Figure 1. Clock distribution (run 1).
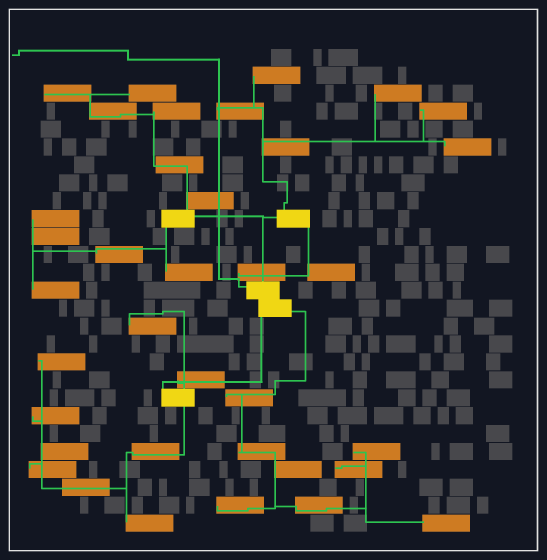
Figure 2. Placed standard cells (run 1).
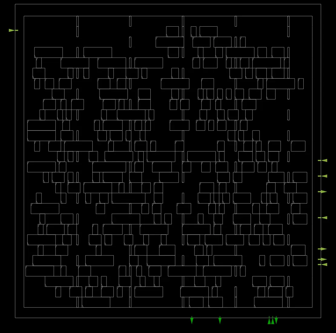
Figure 3. Placed cells, one color a class (run 1).
Scale bar: 20 µm. Fill, decap, tap and diode cells in gray.
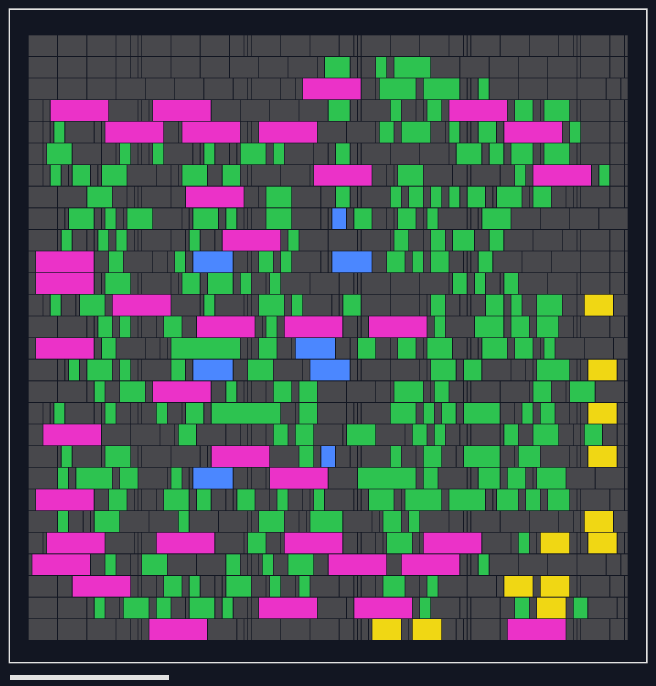
$ cat config.mk
export PLATFORM = sky130hd
export DESIGN_NAME = alarm_controller
export DESIGN_NICKNAME = d
export VERILOG_FILES = /design/src/rtl/alarm_controller.sv
export SDC_FILE = /design/constraint.sdc
export NUM_CORES = 1
export LEC_CHECK = 0
export CELL_PAD_IN_SITES_DETAIL_PLACEMENT = 1
export CELL_PAD_IN_SITES_GLOBAL_PLACEMENT = 2
export CORE_AREA = 2 2 78 80
export CTS_CLUSTER_DIAMETER = 80
export DETAILED_ROUTE_END_ITERATION = 8
export DIE_AREA = 0 0 80 82
export PLACE_DENSITY_LB_ADDON = 0.2
export SYNTH_ARGS = -nofsm -noshare
export SYNTH_HDL_FRONTEND = slang
export SYNTH_SLANG_ARGS = --single-unit
export TNS_END_PERCENT = 100
$ cat constraint.sdc
create_clock -name clock_25mhz -period 6.68 [get_ports clock_25mhz]
set_clock_uncertainty 0.2 [all_clocks]
set_input_delay 1.336 -clock clock_25mhz [delete_from_list [all_inputs] [get_ports clock_25mhz]]
set_output_delay 1.336 -clock clock_25mhz [all_outputs]
set_load 0.01 [all_outputs]
$ cat src/rtl/alarm_controller.sv
// Vehicle anti-theft controller: seven-state alarm FSM with a 1 Hz tick divider,
// seconds countdown timer, registered siren/LED outputs and an independent fuel-pump interlock.
module alarm_controller #(
    parameter int unsigned CLK_HZ      = 25000000,
    parameter int unsigned T_ARM       = 6,
    parameter int unsigned T_DRIVER    = 8,
    parameter int unsigned T_PASSENGER = 15,
    parameter int unsigned T_ALARM     = 10
) (
    input  logic       clock_25mhz,
    input  logic       reset,
    input  logic       ignition,
    input  logic       driver_door,
    input  logic       passenger_door,
    input  logic       hidden_switch,
    input  logic       brake_pedal,
    output logic       siren_enable,
    output logic       status_led,
    output logic       fuel_pump,
    output logic [2:0] state_out
);

    localparam int unsigned DIV_W = (CLK_HZ > 1) ? $clog2(CLK_HZ) : 1;

    typedef enum logic [2:0] {
        ARMED      = 3'd0,
        TRIGGERED  = 3'd1,
        SOUND      = 3'd2,
        DISARMED   = 3'd3,
        WAIT_OPEN  = 3'd4,
        WAIT_CLOSE = 3'd5,
        ARM_DELAY  = 3'd6
    } state_t;

    typedef enum logic {
        PUMP_OFF = 1'b0,
        PUMP_ON  = 1'b1
    } pump_t;

    state_t           state, next_state;
    pump_t            pump_state;
    logic [DIV_W-1:0] divider;
    logic [4:0]       timer;
    logic             tick, expire, any_door;
    logic             load;
    logic [4:0]       load_value;
    logic             next_siren, next_led;

    assign tick      = (divider == DIV_W'(CLK_HZ - 1));
    assign expire    = tick && (timer == 5'd1);
    assign any_door  = driver_door | passenger_door;
    assign state_out = state;
    assign fuel_pump = (pump_state == PUMP_ON);

    always_ff @(posedge clock_25mhz) begin
        if (reset) begin
            state <= ARMED;
        end else begin
            state <= next_state;
        end
    end

    // Timer loads are decided alongside the transitions since they share the same conditions.
    always_comb begin
        next_state = state;
        load       = 1'b0;
        load_value = '0;
        case (state)
            ARMED: begin
                if (ignition) begin
                    next_state = DISARMED;
                end else if (driver_door) begin
                    next_state = TRIGGERED;
                    load       = 1'b1;
                    load_value = 5'(T_DRIVER);
                end else if (passenger_door) begin
                    next_state = TRIGGERED;
                    load       = 1'b1;
                    load_value = 5'(T_PASSENGER);
                end
            end
            TRIGGERED: begin
                if (ignition) begin
                    next_state = DISARMED;
                end else if (expire) begin
                    next_state = SOUND;
                    load       = 1'b1;
                    load_value = 5'(T_ALARM);
                end
            end
            SOUND: begin
                if (ignition) begin
                    next_state = DISARMED;
                end else if (any_door) begin
                    load       = 1'b1;
                    load_value = 5'(T_ALARM);
                end else if (expire) begin
                    next_state = ARMED;
                end
            end
            DISARMED: begin
                if (!ignition) begin
                    next_state = WAIT_OPEN;
                end
            end
            WAIT_OPEN: begin
                if (ignition) begin
                    next_state = DISARMED;
                end else if (driver_door) begin
                    next_state = WAIT_CLOSE;
                end
            end
            WAIT_CLOSE: begin
                if (ignition) begin
                    next_state = DISARMED;
                end else if (!driver_door) begin
                    next_state = ARM_DELAY;
                    load       = 1'b1;
                    load_value = 5'(T_ARM);
                end
            end
            ARM_DELAY: begin
                if (ignition) begin
                    next_state = DISARMED;
                end else if (any_door) begin
                    load       = 1'b1;
                    load_value = 5'(T_ARM);
                end else if (expire) begin
                    next_state = ARMED;
                end
            end
            default: next_state = ARMED;
        endcase
    end

    // LED blinks only while resting in ARMED; entering ARMED always starts dark.
    always_comb begin
        next_siren = (next_state == SOUND);
        next_led   = 1'b0;
        case (next_state)
            ARMED:            next_led = (state == ARMED) ? (status_led ^ tick) : 1'b0;
            TRIGGERED, SOUND: next_led = 1'b1;
            default:          next_led = 1'b0;
        endcase
    end

    always_ff @(posedge clock_25mhz) begin
        if (reset) begin
            divider      <= '0;
            timer        <= '0;
            siren_enable <= 1'b0;
            status_led   <= 1'b0;
        end else begin
            siren_enable <= next_siren;
            status_led   <= next_led;
            if (load) begin
                timer   <= load_value;
                divider <= '0;
            end else begin
                divider <= tick ? '0 : divider + 1'b1;
                if (tick && (timer != '0)) begin
                    timer <= timer - 5'd1;
                end
            end
        end
    end

    always_ff @(posedge clock_25mhz) begin
        if (reset) begin
            pump_state <= PUMP_OFF;
        end else begin
            case (pump_state)
                PUMP_OFF: if (ignition && hidden_switch && brake_pedal) pump_state <= PUMP_ON;
                PUMP_ON:  if (!ignition) pump_state <= PUMP_OFF;
                default:  pump_state <= PUMP_OFF;
            endcase
        end
    end

endmodule

==> run summary, run 1 <==
Wire length of the first global-routing pass: 8293 µm
Layout cells sized above 1: 8.046%
Post-Syn Instances: 253
Clock root buffer: clkbuf_8
Status: finished, final reports clean
Area leader share: 34.37%
TritonCTS Sinks: 36
Rel. slew slack: 43.29%
Sw Pwr: 0.1882 mW
PnR worst setup slack: 3.288 ns
Hold WC Path Type: flop to flop
Cell total in the yosys stat output: 253
Die ar.: 0.006560 mm²
Hold Path Sink: divider[0]$_SDFF_PP0_
Placed insts: 328
Most instantiated logic cell after routing: nor2_1
Wire per inst: 14.34 µm
Grt met1 use: 20.03%
Worst-path clk slew: 0.07 ns
OpenROAD warnings: 31
CTS resizes: 0
DRC viols: 0
CTS max path bufs: 2
Crit path DAT: 3.33 ns
Reg2reg end: divider[5]$_SDFF_PP0_
CTS tree: done
RSZ-0062 raised after global routing: no
Vias per cell: 5.259
Cell area leaders: dfxtp_1 34%, nor2_1 7.5%, xor2_1 5.8%, ha_1 4.8%, xnor2_1 4.6%
Met2 usage: 28.75%
Fin crit share: 50.78%
Slowest CP cell: or3_1
Syn_area_per_cell: 8.289 µm²
Yosys Chip Area: 0.002097 mm²
Die boundary width: 80 µm
Total gr overflow: 0
Setup tns final: 0 ns
Maximum vdd ir drop: 115.1 µV
P_comb: 0.166 mW
Final Hold Fails: 0
Cell Area, Synth: 0.002097 mm²
Distinct lib cells used: 52
Die Ht: 82 µm
Max_cap viols: 0
Seq share, synth: 34.37%
Met3 Resource Use GR: 2.967%
Most instantiated logic cells after routing: 42 x nor2_1, 36 x dfxtp_1, 15 x nand2_1
Combinational power share: 29.0%
GRT Overall Usage: 16.18%
IO Pins: 13
Clk pwr: 0.160 mW
Crit-path cells: clkdlybuf4s50_1, or2_2, o21ai_0, a21oi_1, or3_1, nor2_1
Crit Path Max Fanout: 25
Sequential Power Share: 43.0%
Metal3 WL: 104 µm
Final #Nets: 275
Design Area, Final: 0.002345 mm²
Power Dens Cells: 244.1 mW/mm²
FF-to-FF path depth: 7
Met2 wire length: 2392 µm
Detailed Place HPWL: 3578 µm
Crit path depth: 6
M1 WL: 2273 µm
Worst-Skew Late Latency: 0.28 ns
Via count: 1767
Core Density at Floorplan: 36.50%
GR peak layer: met2
Yosys warns: 0
Measured slew at the worst slew-check pin: 0.8507 ns
Largest area contributor in the synthesized netlist: dfxtp_1
Max frequency: 294.8 MHz
H-Tree Depth: 2
Clock Power Share: 28.0%
## Picture notes: Figure 1
[green] clock wires | length: 517 µm
[yellow] clock drivers | count: 5
[orange] flip-flops | count: 36
routed clock nets: 6

## Picture notes: Figure 2
flop count: 36
FILL cells: 715
Core Area: 0.005746 mm²

## Picture notes: Figure 3
[green] combinational and other logic | cells: 205
[magenta] flops | cells: 36
[blue] clock drivers and dummy loads | cells: 8
[yellow] other buffers and delay cells | cells: 12

run 1: kinds of logic after synthesis:
family / count (synthesis) / synth area share (%)
adder cells (fa/ha/maj): 8 / 4.773
AND-OR/OR-AND: 37 / 12.77
flip-flops: 36 / 34.37
buffers and inverters: 23 / 4.773
XOR/XNOR: 25 / 10.44
AND/OR/NAND/NOR: 123 / 32.34
multiplexers: 1 / 0.5370
run 1: sequential cells by signal, indices dropped and copies added (netlist names):
signal        flops
timer             5
fuel_pump         1
state_out         3
status_led        1
divider          25
siren_enable      1
run 1: final cells by class:
class                           instances  area [µm²]
Timing Repair Buffer                   12       120.1
Tap cell                               75       93.84
Clock buffer                            6       82.58
Inverter                               11       41.29
Sequential cell                        36       720.7
Clock inverter                          2       10.01
Fill cell                             715        3401
Multi-Input combinational cell        194        1276
Figure 4. Metal 2 (run 1).
Scale bar: 20 µm.
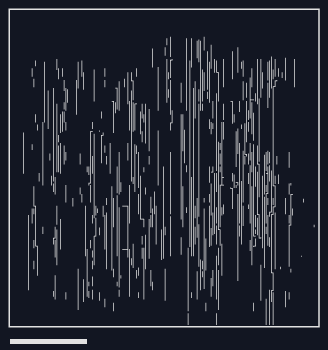

## Run 2: what changed since run 1
--- a/config.mk
+++ b/config.mk
@@ -7,10 +7,10 @@
 export LEC_CHECK = 0
 export CELL_PAD_IN_SITES_DETAIL_PLACEMENT = 1
 export CELL_PAD_IN_SITES_GLOBAL_PLACEMENT = 2
-export CORE_AREA = 2 2 78 80
+export CORE_AREA = 2 2 84 86
 export CTS_CLUSTER_DIAMETER = 80
 export DETAILED_ROUTE_END_ITERATION = 8
-export DIE_AREA = 0 0 80 82
+export DIE_AREA = 0 0 86 88
 export PLACE_DENSITY_LB_ADDON = 0.2
 export SYNTH_ARGS = -nofsm -noshare
 export SYNTH_HDL_FRONTEND = slang
==> constraint.sdc (replaced) <==
create_clock -name clock_25mhz -period 3.1 [get_ports clock_25mhz]
set_clock_uncertainty 0.2 [all_clocks]
set_input_delay 0.62 -clock clock_25mhz [delete_from_list [all_inputs] [get_ports clock_25mhz]]
set_output_delay 0.62 -clock clock_25mhz [all_outputs]
set_load 0.01 [all_outputs]
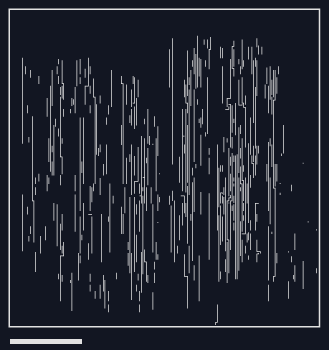
Figure 5: run 2, metal 2.
Scale bar: 20 µm.
longest straight run: 35.0 µm
nets with wire on the layer: 241
main direction: vertical

==> run summary, run 2 <==
Status: finished, final reports clean
Hold WC Path Type: flop to flop
Rel. slew slack: 58.16%
Met2 wire length: 2412 µm
Fin crit share: 82.93%
Clock root buffer: clkbuf_8
CTS max path bufs: 2
Wire length of the first global-routing pass: 8894 µm
Area leader share: 34.37%
M1 WL: 2394 µm
Core Density at Floorplan: 31.56%
RSZ-0062 raised after global routing: no
Detailed Place HPWL: 3784 µm
Grt met1 use: 18.51%
Hold Path Sink: divider[0]$_SDFF_PP0_
Layout cells sized above 1: 8.679%
Register area: 720.7 µm²
H-Tree Depth: 2
Die boundary width: 86 µm
Final #Nets: 279
Max_cap viols: 0
Met2 usage: 25.58%
Crit path depth: 8
MUX share of area: 0.5370%
Adder Area Share: 4.773%
Metal3 WL: 140 µm
Most flops, register: divider
OpenROAD warnings: 31
Max frequency: 389.0 MHz
PnR worst setup slack: 0.5292 ns
Crit path DAT: 2.56 ns
Largest area contributor in the synthesized netlist: dfxtp_1
Basic Gates by Area: 32.34%
Seq share, synth: 34.37%
Syn_area_per_cell: 8.289 µm²
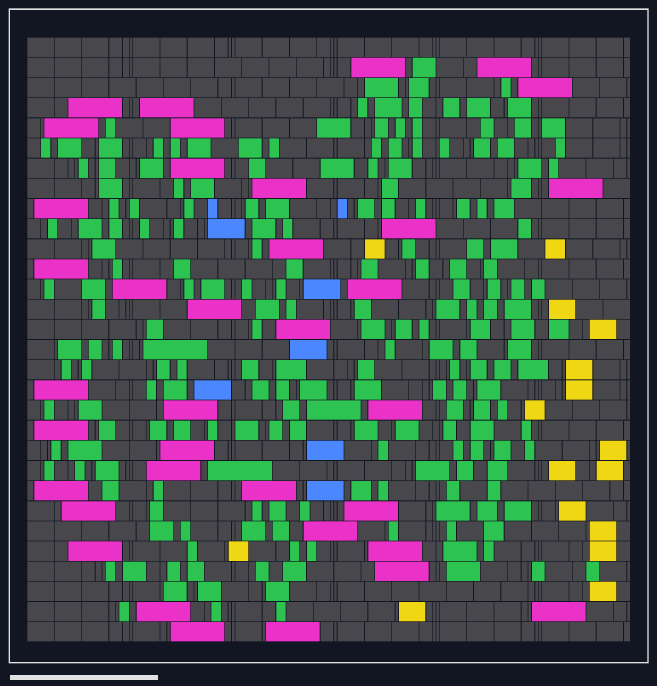
Figure 6: run 2, placed cells, one color a class.
Scale bar: 20 µm. Fill, decap, tap and diode cells in gray.
fraction of area in registers: 30.30%
Core Area: 0.006644 mm²
Finished Core Util: 35.80%
Design Area, Final: 0.002379 mm²
placement row count: 30

-- run 2: cell counts after synthesis --
Identical to the previous run, type by type.
-- run 2: layout make-up --
class,count,area share (%)
Tap cell,80,4.208
Clock buffer,8,3.787
Multi-Input combinational cell,194,53.66
Sequential cell,36,30.30
Inverter,11,1.736
Timing Repair Buffer,16,6.312
-- run 2: through the flow --
step	cells	cell area, µm²
floorplan	253	2097
global placement	337	2288
detailed placement	337	2288
CTS	345	2379
global route	345	2379
finish	345	2379
-- run 2: report_power, final --
group	internal, mW	switching, mW	total [mW]
logic	0.161	0.203	0.364
clock network	0.181	0.162	0.343
registers	0.494	0.0413	0.535
total	0.836	0.406	1.24
Power is estimated from default activity; no workload was simulated.
